class_map.png
Scale bar: 50 um. Fill, decap, tap and diode cells in gray.
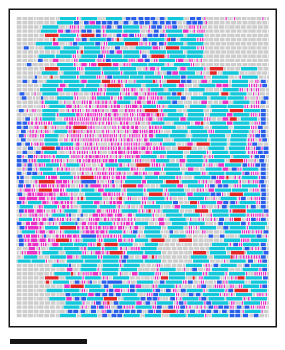
sizing.png
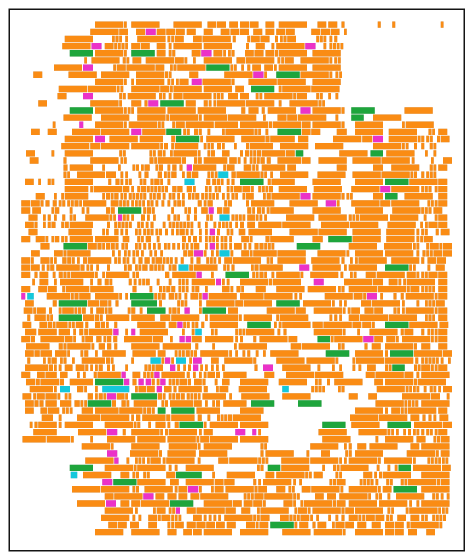
gates.png
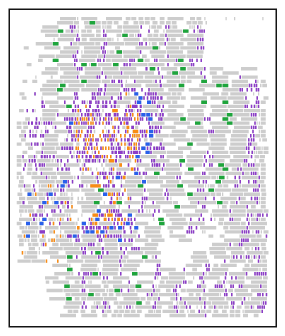
===== config.mk =====
export PLATFORM = sky130hd
export DESIGN_NAME = if_fetch
export DESIGN_NICKNAME = d
export VERILOG_FILES = /design/src/rtl/if_fetch.sv
export SDC_FILE = /design/constraint.sdc
export NUM_CORES = 1
export LEC_CHECK = 0
export ABC_AREA = 1
export CAP_MARGIN = 30
export CORE_ASPECT_RATIO = 1.2
export CORE_MARGIN = 4
export CORE_UTILIZATION = 55
export DETAILED_ROUTE_END_ITERATION = 12
export GPL_ROUTABILITY_DRIVEN = 0
export PLACE_DENSITY = 0.81
export RECOVER_POWER = 100
export SLEW_MARGIN = 20
export SYNTH_ARGS = -nofsm -noshare
export SYNTH_HDL_FRONTEND = slang
export SYNTH_SLANG_ARGS = --single-unit

===== constraint.sdc =====
create_clock -name clk -period 7.7 [get_ports clk]
set_input_delay 1.155 -clock clk [delete_from_list [all_inputs] [get_ports clk]]
set_output_delay 1.155 -clock clk [all_outputs]
set_load 0.05 [all_outputs]

===== src/rtl/if_fetch.sv =====
// if_fetch: instruction-fetch stage. It owns the PC, issues credit-limited imem requests and buffers responses for ID.
// Optional macro IF_MISALIGN_EXCP_EN: a misaligned redirect target yields a single trap pseudo-entry instead of a fetch.
module if_fetch #(
  parameter int              XLEN        = 64,
  parameter logic [XLEN-1:0] RESET_PC    = XLEN'(64'h0000_0000_8000_0000),
  parameter int              FETCH_DEPTH = 2
) (
  input  logic            clk,
  input  logic            rst_n,
  output logic            imem_req_valid_o,
  input  logic            imem_req_ready_i,
  output logic [XLEN-1:0] imem_req_addr_o,
  input  logic            imem_rsp_valid_i,
  input  logic [31:0]     imem_rsp_data_i,
  output logic            if_valid_o,
  input  logic            id_ready_i,
  output logic [31:0]     if_instr_o,
  output logic [XLEN-1:0] if_pc_o,
  input  logic            redirect_i,
  input  logic [XLEN-1:0] redirect_pc_i,
  output logic            if_misalign_o
);

  localparam int            PW       = (FETCH_DEPTH > 1) ? $clog2(FETCH_DEPTH) : 1;
  localparam logic [3:0]    DEPTH_C  = 4'(FETCH_DEPTH);
  localparam logic [PW-1:0] LAST_IDX = PW'(FETCH_DEPTH - 1);
  localparam logic [31:0]   NOP      = 32'h0000_0013;

  logic [XLEN-1:0] pc;
  logic            run;
  logic [3:0]      out_cnt, drop_cnt, fifo_cnt, aq_cnt;
  logic [PW-1:0]   f_head, f_tail, aq_head, aq_tail;
  logic [31:0]     instr_mem [FETCH_DEPTH];
  logic [XLEN-1:0] pc_mem    [FETCH_DEPTH];
  logic [XLEN-1:0] aq_mem    [FETCH_DEPTH];
  logic            misal, misal_pend;
  logic [XLEN-1:0] target;
  logic            bad_target;
  logic            req_fire, rsp_fire, keep, push, pop, fifo_pop;

  function automatic logic [PW-1:0] nxt(input logic [PW-1:0] p);
    return (p == LAST_IDX) ? '0 : p + PW'(1);
  endfunction

`ifdef IF_MISALIGN_EXCP_EN
  assign target     = redirect_pc_i;
  assign bad_target = (redirect_pc_i[1:0] != 2'b00);
`else
  assign target     = {redirect_pc_i[XLEN-1:2], 2'b00};
  assign bad_target = 1'b0;
`endif

  // run keeps the request channel quiet while reset is held
  assign imem_req_valid_o = run && !redirect_i && !misal && ((out_cnt + fifo_cnt) < DEPTH_C);
  assign imem_req_addr_o  = pc;
  assign req_fire         = imem_req_valid_o && imem_req_ready_i;
  assign rsp_fire         = imem_rsp_valid_i;
  assign keep             = rsp_fire && (drop_cnt == 4'd0);
  assign push             = keep && !redirect_i;
  assign pop              = if_valid_o && id_ready_i && !redirect_i;
  assign fifo_pop         = pop && (fifo_cnt != 4'd0);

  assign if_valid_o    = misal_pend || (fifo_cnt != 4'd0);
  assign if_misalign_o = misal_pend;

  always_comb begin
    if_instr_o = '0;
    if_pc_o    = '0;
    if (misal_pend) begin
      if_instr_o = NOP;
      if_pc_o    = pc;
    end else if (fifo_cnt != 4'd0) begin
      if_instr_o = instr_mem[f_head];
      if_pc_o    = pc_mem[f_head];
    end
  end

  always_ff @(posedge clk or negedge rst_n) begin
    if (!rst_n) begin
      pc         <= RESET_PC;
      run        <= 1'b0;
      out_cnt    <= '0;
      drop_cnt   <= '0;
      misal      <= 1'b0;
      misal_pend <= 1'b0;
    end else begin
      run     <= 1'b1;
      out_cnt <= out_cnt + {3'd0, req_fire} - {3'd0, rsp_fire};
      if (redirect_i) begin
        // everything still in flight after this cycle belongs to the old path
        pc         <= target;
        drop_cnt   <= out_cnt - {3'd0, rsp_fire};
        misal      <= bad_target;
        misal_pend <= bad_target;
      end else begin
        if (req_fire) pc <= pc + XLEN'(4);
        if (rsp_fire && (drop_cnt != 4'd0)) drop_cnt <= drop_cnt - 4'd1;
        if (pop) misal_pend <= 1'b0;
      end
    end
  end

  always_ff @(posedge clk or negedge rst_n) begin
    if (!rst_n) begin
      f_head   <= '0;
      f_tail   <= '0;
      fifo_cnt <= '0;
      aq_head  <= '0;
      aq_tail  <= '0;
      aq_cnt   <= '0;
    end else if (redirect_i) begin
      f_head   <= '0;
      f_tail   <= '0;
      fifo_cnt <= '0;
      aq_head  <= '0;
      aq_tail  <= '0;
      aq_cnt   <= '0;
    end else begin
      if (push)     f_tail  <= nxt(f_tail);
      if (fifo_pop) f_head  <= nxt(f_head);
      if (req_fire) aq_tail <= nxt(aq_tail);
      if (keep)     aq_head <= nxt(aq_head);
      fifo_cnt <= fifo_cnt + {3'd0, push} - {3'd0, fifo_pop};
      aq_cnt   <= aq_cnt + {3'd0, req_fire} - {3'd0, keep};
    end
  end

  always_ff @(posedge clk) begin
    if (push) begin
      instr_mem[f_tail] <= imem_rsp_data_i;
      pc_mem[f_tail]    <= aq_mem[aq_head];
    end
    if (req_fire) aq_mem[aq_tail] <= pc;
  end

  a_fifo_overflow: assert property (@(posedge clk) disable iff (!rst_n)
    !(push && !fifo_pop && (fifo_cnt == DEPTH_C)));
  a_aq_overflow: assert property (@(posedge clk) disable iff (!rst_n)
    !(req_fire && !keep && (aq_cnt == DEPTH_C)));
  a_rsp_unrequested: assert property (@(posedge clk) disable iff (!rst_n)
    !(rsp_fire && (out_cnt == 4'd0)));

endmodule


==> qor.csv <==
metric,value,unit
via_count,13241,
grt_pass1_wl,70500,um
dieArea,0.0355,mm^2
slowest_delay,2.96,ns
drive_above_1_share,6.17,%
status,"complete, but fails checks",
synthesis.instances,1780,
end_kind,flop,
num-nets-final,2152,
num_io_pins,265,
ys_cells,1780,
final-max-slew-violation-count,409,
ant_nets,0,
post-cts-setup-buffer-count,0,
ys_top_cells_by_area,"edfxtp_1, nand2_1, dfrtp_1",
grt_pass1_vias,13321,
setup-violations-final,0,
failed_checks,"capacitance limit, slew limit",
drv_cap,11,
ir_worst_vdd,317,uV
clk_latency,0.54,ns
totalNegativeSetupSlack,0,ns
postSynthAreaPerCell,10.0,um^2
htree_levels,2,
clockRootBuffer,clkbuf_16,
place_area,0.0209,mm^2
cts_made_buffers,38,
worstSetupPathType,input port to flop,
ys_ff,391,
About class_map.png:
Key: magenta = remaining logic cells [cells 1327, share of their area 29%]; red = clock drivers and dummy loads [cells 70, share of their area 5.7%]; cyan = registers [cells 391, share of their area 53%]; blue = remaining buffers and delay cells [cells 272, share of their area 13%]
num rows: 72
area of the core: 0.0322 mm^2

About sizing.png:
Key: orange = x1 and smaller [cells 1933, share 94%]; green = x6 and larger [cells 54, share 2.6%]; magenta = x2 [cells 60, share 2.9%]; cyan = x3 and x4 [cells 13, share 0.63%]

About gates.png:
Key: blue = xor and xnor cells [cells 41]; purple = nand cells [cells 860, where spread over the die]; orange = nor cells [cells 135]; green = mux cells [cells 62]

## kinds of logic after synthesis
logic type / Yosys count / share of synthesized area (%)
xor+xnor: 41 / 2.01
other cells: 2 / 0.0420
fa+ha+maj: 20 / 1.53
flops: 391 / 63.5
compound gates: 37 / 1.18
buf+inv: 230 / 5.14
mux: 62 / 3.90
simple gates: 997 / 22.7
## stage by stage
stage          power (W)  util (%)  hold WS (ns)  worst slack (ns)  std cells
6_report         0.00738      68.5         0.539              1.86       2467
5_1_grt          0.00772      68.5         0.551              1.57       2467
4_1_cts          0.00756      68.8         0.533              2.38       2463
3_5_place_dp     0.00573      64.9         0.544              2.98       2393
3_3_place_gp     0.00563      64.6         0.531              2.87       2389
2_1_floorplan    0.00467         -         0.484              1.53       1784
## report_power, final
group / switching (W) / total [W] / internal (W)
logic: 0.00204 / 0.00287 / 0.000824
clock network: 0.000769 / 0.00182 / 0.00105
registers: 0.000214 / 0.00269 / 0.00248
## placed cells by master, fill, tap and decap left out, types with 4 or more instances in the layout
master,synthesis,final
nand3_1,99,100
nor2_4,5,5
clkinv_2,0,6
mux2_1,0,34
nand4_1,17,17
o21ai_0,14,14
mux2_2,62,28
nor2_2,12,12
edfxtp_1,312,312
xnor2_1,29,29
dfrtp_1,78,77
clkdlybuf4s50_1,0,66
inv_1,160,164
xor2_1,12,12
nand2_1,728,728
ha_1,17,17
nand2_2,9,8
conb_1,2,6
clkbuf_8,0,7
clkbuf_1,27,19
clkbuf_16,0,38
dlygate4sd3_1,0,189
o21bai_1,7,7
o21ai_1,4,4
a21oi_1,7,7
nor2_1,117,117
## registers in the layout, summed over array words and instances, names as in the netlist
| signal | count |
|---|---|
| imem_req_addr_o | 62 |
| out_cnt | 4 |
| aq_mem | 124 |
| pc_mem | 124 |
| run | 1 |
| fifo_cnt | 4 |
| instr_mem | 64 |
| aq_head | 1 |
| f_tail | 1 |
| f_head | 1 |
| drop_cnt | 4 |
| aq_tail | 1 |
## area by class of cell
type | instances | area [um^2]
well taps | 407 | 509
clock buffers | 54 | 1080
multi-input cells | 1163 | 5630
inverters | 164 | 616
clock inverters | 16 | 150
repair buffers | 272 | 2700
flip-flops and latches | 391 | 11400
fillers | 2360 | 10100
## worst max-delay path, delay by kind of cell
kind | cells | cell delay, ns
buf+inv | 2 | 3.60
simple gates | 3 | 1.07
## routing by layer
layer | vias to the layer above | track usage [%] | routed length (um)
met5 | - | 0 | 0
met4 | 0 | 10.6 | 1960
met3 | 126 | 4.04 | 2920
met2 | 562 | 44.9 | 23400
met1 | 6303 | 30.6 | 17300
li1 | 6250 | - | -
## final timing paths
path,startpoint,to,slack [ns],cells past startpoint
hold / removal,f_tail,f_tail,0.54,1
hold reg to reg,f_tail,f_tail,0.54,1
max in group asynchronous,rst_n,f_head,2.85,2
setup / recovery,imem_rsp_valid_i,pc_mem[0][30],1.86,5
min in group asynchronous,rst_n,imem_req_addr_o[50],0.97,1
setup reg to reg,drop_cnt[0],pc_mem[0][30],2.47,6
No activity file was given, so power comes from the tool's default toggle rates.
